### The clock network

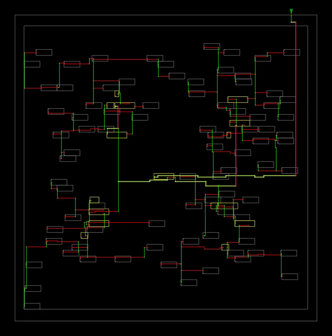
### Signal wires by layer

Drawn at 2 px/um. Only two layers are drawn.
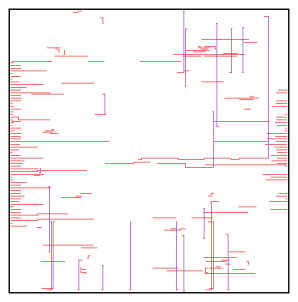
File: src/rtl/nic_inject_arbiter.sv
// Round-robin injection scheduler: N_REQ local requesters share one registered flit slot
// in front of the router NIC port. Define INJ_POLARITY_GATE_EN to gate launch on router polarity.
module nic_inject_arbiter #(
   parameter int unsigned N_REQ = 4,
   parameter int unsigned IDW   = 2,
   parameter int unsigned CNTW  = 16
) (
   input  logic                  clk,
   input  logic                  reset,
   input  logic [N_REQ-1:0]      req_valid,
   input  logic [64*N_REQ-1:0]   req_data,
   output logic [N_REQ-1:0]      req_ready,
   output logic                  nic_pesi,
   input  logic                  nic_peri,
   output logic [63:0]           nic_pedi,
   input  logic                  polarity,
   output logic [IDW-1:0]        grant_id,
   output logic [CNTW-1:0]       inj_count
);

   localparam int unsigned FLITW = 64;
   localparam int unsigned IDXW  = IDW + 1;

   typedef enum logic {
      EMPTY = 1'b0,
      FULL  = 1'b1
   } state_t;

   state_t           state, state_d;
   logic [FLITW-1:0] slot_d;
   logic [IDW-1:0]   grant_d;
   logic [IDW-1:0]   rr_ptr, rr_d;
   logic [IDW-1:0]   winner;
   logic [CNTW-1:0]  cnt_d;
   logic [IDXW-1:0]  idx;
   logic [IDXW-1:0]  rr_inc;
   logic             found;
   logic             launch;
   logic             can_load;
   logic [FLITW-1:0] req_flit [N_REQ];

   for (genvar k = 0; k < N_REQ; k++) begin : g_flit
      assign req_flit[k] = req_data[FLITW*k +: FLITW];
   end

`ifdef INJ_POLARITY_GATE_EN
   // Hold the flit back while the router is using the VC it targets.
   assign nic_pesi = (state == FULL) && (polarity != nic_pedi[FLITW-1]);
`else
   logic unused_polarity;
   assign unused_polarity = polarity;
   assign nic_pesi        = (state == FULL);
`endif

   assign launch   = nic_pesi & nic_peri;
   assign can_load = (state == EMPTY) | launch;

   // First valid requester scanning upward from rr_ptr, modulo N_REQ.
   always_comb begin
      found  = 1'b0;
      winner = '0;
      idx    = '0;
      for (int unsigned i = 0; i < N_REQ; i++) begin
         idx = IDXW'(rr_ptr) + IDXW'(i);
         if (idx >= IDXW'(N_REQ)) idx = idx - IDXW'(N_REQ);
         if (!found && req_valid[IDW'(idx)]) begin
            found  = 1'b1;
            winner = IDW'(idx);
         end
      end
   end

   always_comb begin
      state_d   = state;
      slot_d    = nic_pedi;
      grant_d   = grant_id;
      rr_d      = rr_ptr;
      cnt_d     = inj_count;
      req_ready = '0;
      rr_inc    = '0;
      if (launch) begin
         state_d = EMPTY;
         cnt_d   = inj_count + CNTW'(1);
      end
      // A launching slot may be refilled in the same cycle.
      if (can_load && found && !reset) begin
         req_ready[winner] = 1'b1;
         state_d           = FULL;
         slot_d            = req_flit[winner];
         grant_d           = winner;
         rr_inc            = IDXW'(winner) + IDXW'(1);
         rr_d              = (rr_inc == IDXW'(N_REQ)) ? '0 : IDW'(rr_inc);
      end
   end

   always_ff @(posedge clk) begin
      if (reset) begin
         state     <= EMPTY;
         nic_pedi  <= '0;
         grant_id  <= '0;
         rr_ptr    <= '0;
         inj_count <= '0;
      end else begin
         state     <= state_d;
         nic_pedi  <= slot_d;
         grant_id  <= grant_d;
         rr_ptr    <= rr_d;
         inj_count <= cnt_d;
      end
   end

endmodule

File: config.mk
export PLATFORM = sky130hd
export DESIGN_NAME = nic_inject_arbiter
export DESIGN_NICKNAME = d
export VERILOG_FILES = /design/src/rtl/nic_inject_arbiter.sv
export SDC_FILE = /design/constraint.sdc
export NUM_CORES = 1
export LEC_CHECK = 0
export ABC_AREA = 1
export CORE_AREA = 4 4 135 137
export CTS_BUF_LIST = sky130_fd_sc_hd__clkbuf_16
export CTS_CLUSTER_DIAMETER = 30
export CTS_CLUSTER_SIZE = 8
export DETAILED_ROUTE_END_ITERATION = 8
export DIE_AREA = 0 0 139 141
export PLACE_DENSITY = 0.74
export SETUP_SLACK_MARGIN = 0.4
export SYNTH_ARGS = -nofsm -noshare
export SYNTH_HDL_FRONTEND = slang
export SYNTH_SLANG_ARGS = --single-unit
File: constraint.sdc
create_clock -name clk -period 4.34 [get_ports clk]
set_clock_uncertainty 0.05 [all_clocks]
set_input_delay 1.085 -clock clk [delete_from_list [all_inputs] [get_ports clk]]
set_output_delay 1.085 -clock clk [all_outputs]
set_load 0.03 [all_outputs]
==> Changelog: implementation <==
## Flow update

- Non-clock buffers: 373
- Clk network pwr share: 0.107
- Biggest regs: nic_pedi: 64 flops, inj_count: 16 flops
- # hold bufs at CTS: 0
- Sequential share of power: 0.177
- Logic share of the area: 0.360
- FMAX: 0.280 GHz
- Worst reg2reg path endpoint: nic_pedi[61]$_SDFFE_PP0P_
- CP arrival: 2.44 ns
- Signal inverters: 64
- Ao+oa area frac: 0.0348
- Static Leakage: 0.00442 uW
- Yosys cell count: 981
- CTS tree: done
- Vias in the first global route: 6885
- Largest area class, layout: non-clock buffers
- CP Capture Type: output port
- N_diodes: 0
- Die W: 139 um
- GRT overflow: 0
- Worst-case reg-to-reg path depth: 16
- Post-synth top area cell: dfxtp_1
- Worst slew pin tran: 0.920 ns
- RD Place Congestion: 0.888
- Global routing usage on met2: 0.404
- Synth warn: 0
- Layout cells sized above 1: 0.0664
- Die Ht: 141 um
- Max-slew headroom: 0.387
- Met3 Resource Use GR: 0.0434
- Worst Path Buf+Inv: 4
- Metal3 WL: 1540 um
- Final Cycle Share: 0.823
- Post-DP HPWL: 17700 um
- Top-area cell share: 0.298
- FF/Latch Area: 1700 sq um
- Mapped Cells: 981
- GRT Max-Usage Layer: met2
- Num CTS Buffers: 9
- Yosys xor share: 0.00153
- Chip Footprint: 19600 sq um
- Final min period: 3.57 ns
- Crit path cell chain: dlymetal6s2s_1 > inv_2 > nand2_2 > nand3_2 > nand2_2 > nor2_4 > nand3_4 > nand3_4 > buf_4 > nand2_1 > nor2_1 > buf_4
- Pin count of the biggest net entering global routing: 81
- Comb gates: 758
- Setup TNS: 0 ns
- Min-delay src: nic_pedi[55]$_SDFFE_PP0P_
- First drt pass iteration count: 5
- Clk slew on worst S/H paths: 0.06 ns
- CTS root buf: clkbuf_16
- Final core utilization: 0.568
- Worst vdd ir: 0.952 mV
- Top cells by area: dfxtp_1 30%, nand2_1 26%, nand3_1 15%
- Crit path launch type: input pin
- Design area: 9690 sq um
- Total power: 7130 uW
- WHS: 0.418 ns
- Routed metal-1 wire length: 10100 um
- Final nets: 1557
- Status: completed
- Final slew viol count: 0
- PD cells: 736 nW/um^2
- Yosys chip area: 5710 sq um
- Top cells excl fill/tap: 379 x nand2_1, 341 x clkdlybuf4s50_1, 171 x nand3_1, 85 x dfxtp_1, 73 x nor2_1
- Max layer used: met4
- Cell Rows: 48
- Largest logic family: simple AND/OR/NAND/NOR gates
- Placed cells: 1497
- Well Taps: 225
- Number of max-cap violations: 0
- Longest Clk Path Bufs: 2
- Initial antenna violation count: 0
- Most frequent logic cell in the layout: nand2_1
- Main flop type: dfxtp_1
- Seq share, synth: 0.298
- CP Launch Point: req_valid[1]
- Netlist cell types: 29
- Signal buf overhead: 0.381
- Flop share of the area: 0.176
- CP endpoint: req_ready[0]
- Synthesized area: 5710 sq um
- # fillers: 1695
- H-Tree Depth: 3
- Reg-to-reg slack, setup: 1.48 ns
- Remaining DRCs: 0
- Max reg flops: 64
- IO buf count: 349
- Post-CTS Setup Bufs: 4
- Tool warning count: 27
- Crit path max-delay family: simple AND/OR/NAND/NOR gates
- Reg2Reg Launch Point: rr_ptr[0]$_SDFFE_PP0P_
- Stages on the worst setup path: 12
- Final clock-cell share: 0.0291
- Flops: 85
- Simple share: 0.554
- Logic area: 3490 sq um
- Finish-stage setup viols: 0
- Vias/cell: 5.01
- Setup ws final: 0.768 ns
- Num Clock Sinks: 85
- Hold EP: nic_pedi[55]$_SDFFE_PP0P_
- Hold path depth: 2
- Switch share: 0.536
- Final ANT Viol Nets: 0
- Combinational share of power: 0.715
- Min-Delay Path Class: reg -> reg
- Pre-CTS worst setup slack: 0.344 ns
- Adder-cell share of the synthesized area: 0.00438
- Layout area overhead: 69.5%
- Core area: 17100 sq um
- Iter 0 DRT Violations: 504
- First-pass GRT wire length: 37500 um
- Multiplexer share: 0
- FF+latch count, synth: 85
- GR Util met1: 0.299
- CP max stage delay: 0.18 ns
- Switch Pwr: 3820 uW
- RSZ-0062 raised after global routing: false
- Post-synth EDFFs: 0
- Biggest register: nic_pedi
- Synth cell count leaders: 389 x nand2_1, 176 x nand3_1, 85 x dfxtp_1, 75 x nor2_1, 65 x nand4_1
- Routed wl met2: 12500 um
- Floorplan Nets: 1247
- I/O Pins: 351
- Asr flop ratio synth: 0
- CP Max Fanout: 4
- Fin cells: 1521
- Crit path DRT: 3.20 ns
- Setup CP Type: in -> out
- Crit-path slowest cell: buf_4
Notes on 'The clock network' above:
CLK BUF: 9
Worst-Skew Late Latency: 0.34 ns

Notes on 'Signal wires by layer' above:
[red] met3 | wire length: 1540 um
[purple] met4 | wire length: 609 um
DR WL/cell: 16.3 um
Post-Route WL: 24800 um
Via Count: 7622
GRT Total Usage: 0.235

[worst register-to-register path, stage by stage, from the launching register on]
cell and delay, ns:
dfxtp_1 0.61, inv_4 0.14, nand2_1 0.09, nand2_1 0.11
nand2_1 0.08, nand2_1 0.08, nor2_4 0.14, nand3_4 0.12
nand3_4 0.11, buf_4 0.13, buf_4 0.09, buf_4 0.55
nand2_1 0.16, nand3_1 0.10, nand2_1 0.06, nand2_1 0.07
nand2_1 0.05
[power groups by stage]
stage / sequential, uW / clock [uW] / combinational [uW]
3_3_place_gp: 1260 / 0 / 4890
5_1_grt: 1290 / 805 / 5600
6_report: 1260 / 766 / 5100
2_1_floorplan: 1780 / 0 / 2840
4_1_cts: 1260 / 777 / 4980
3_5_place_dp: 1270 / 0 / 4910
Power is estimated from default activity; no workload was simulated.
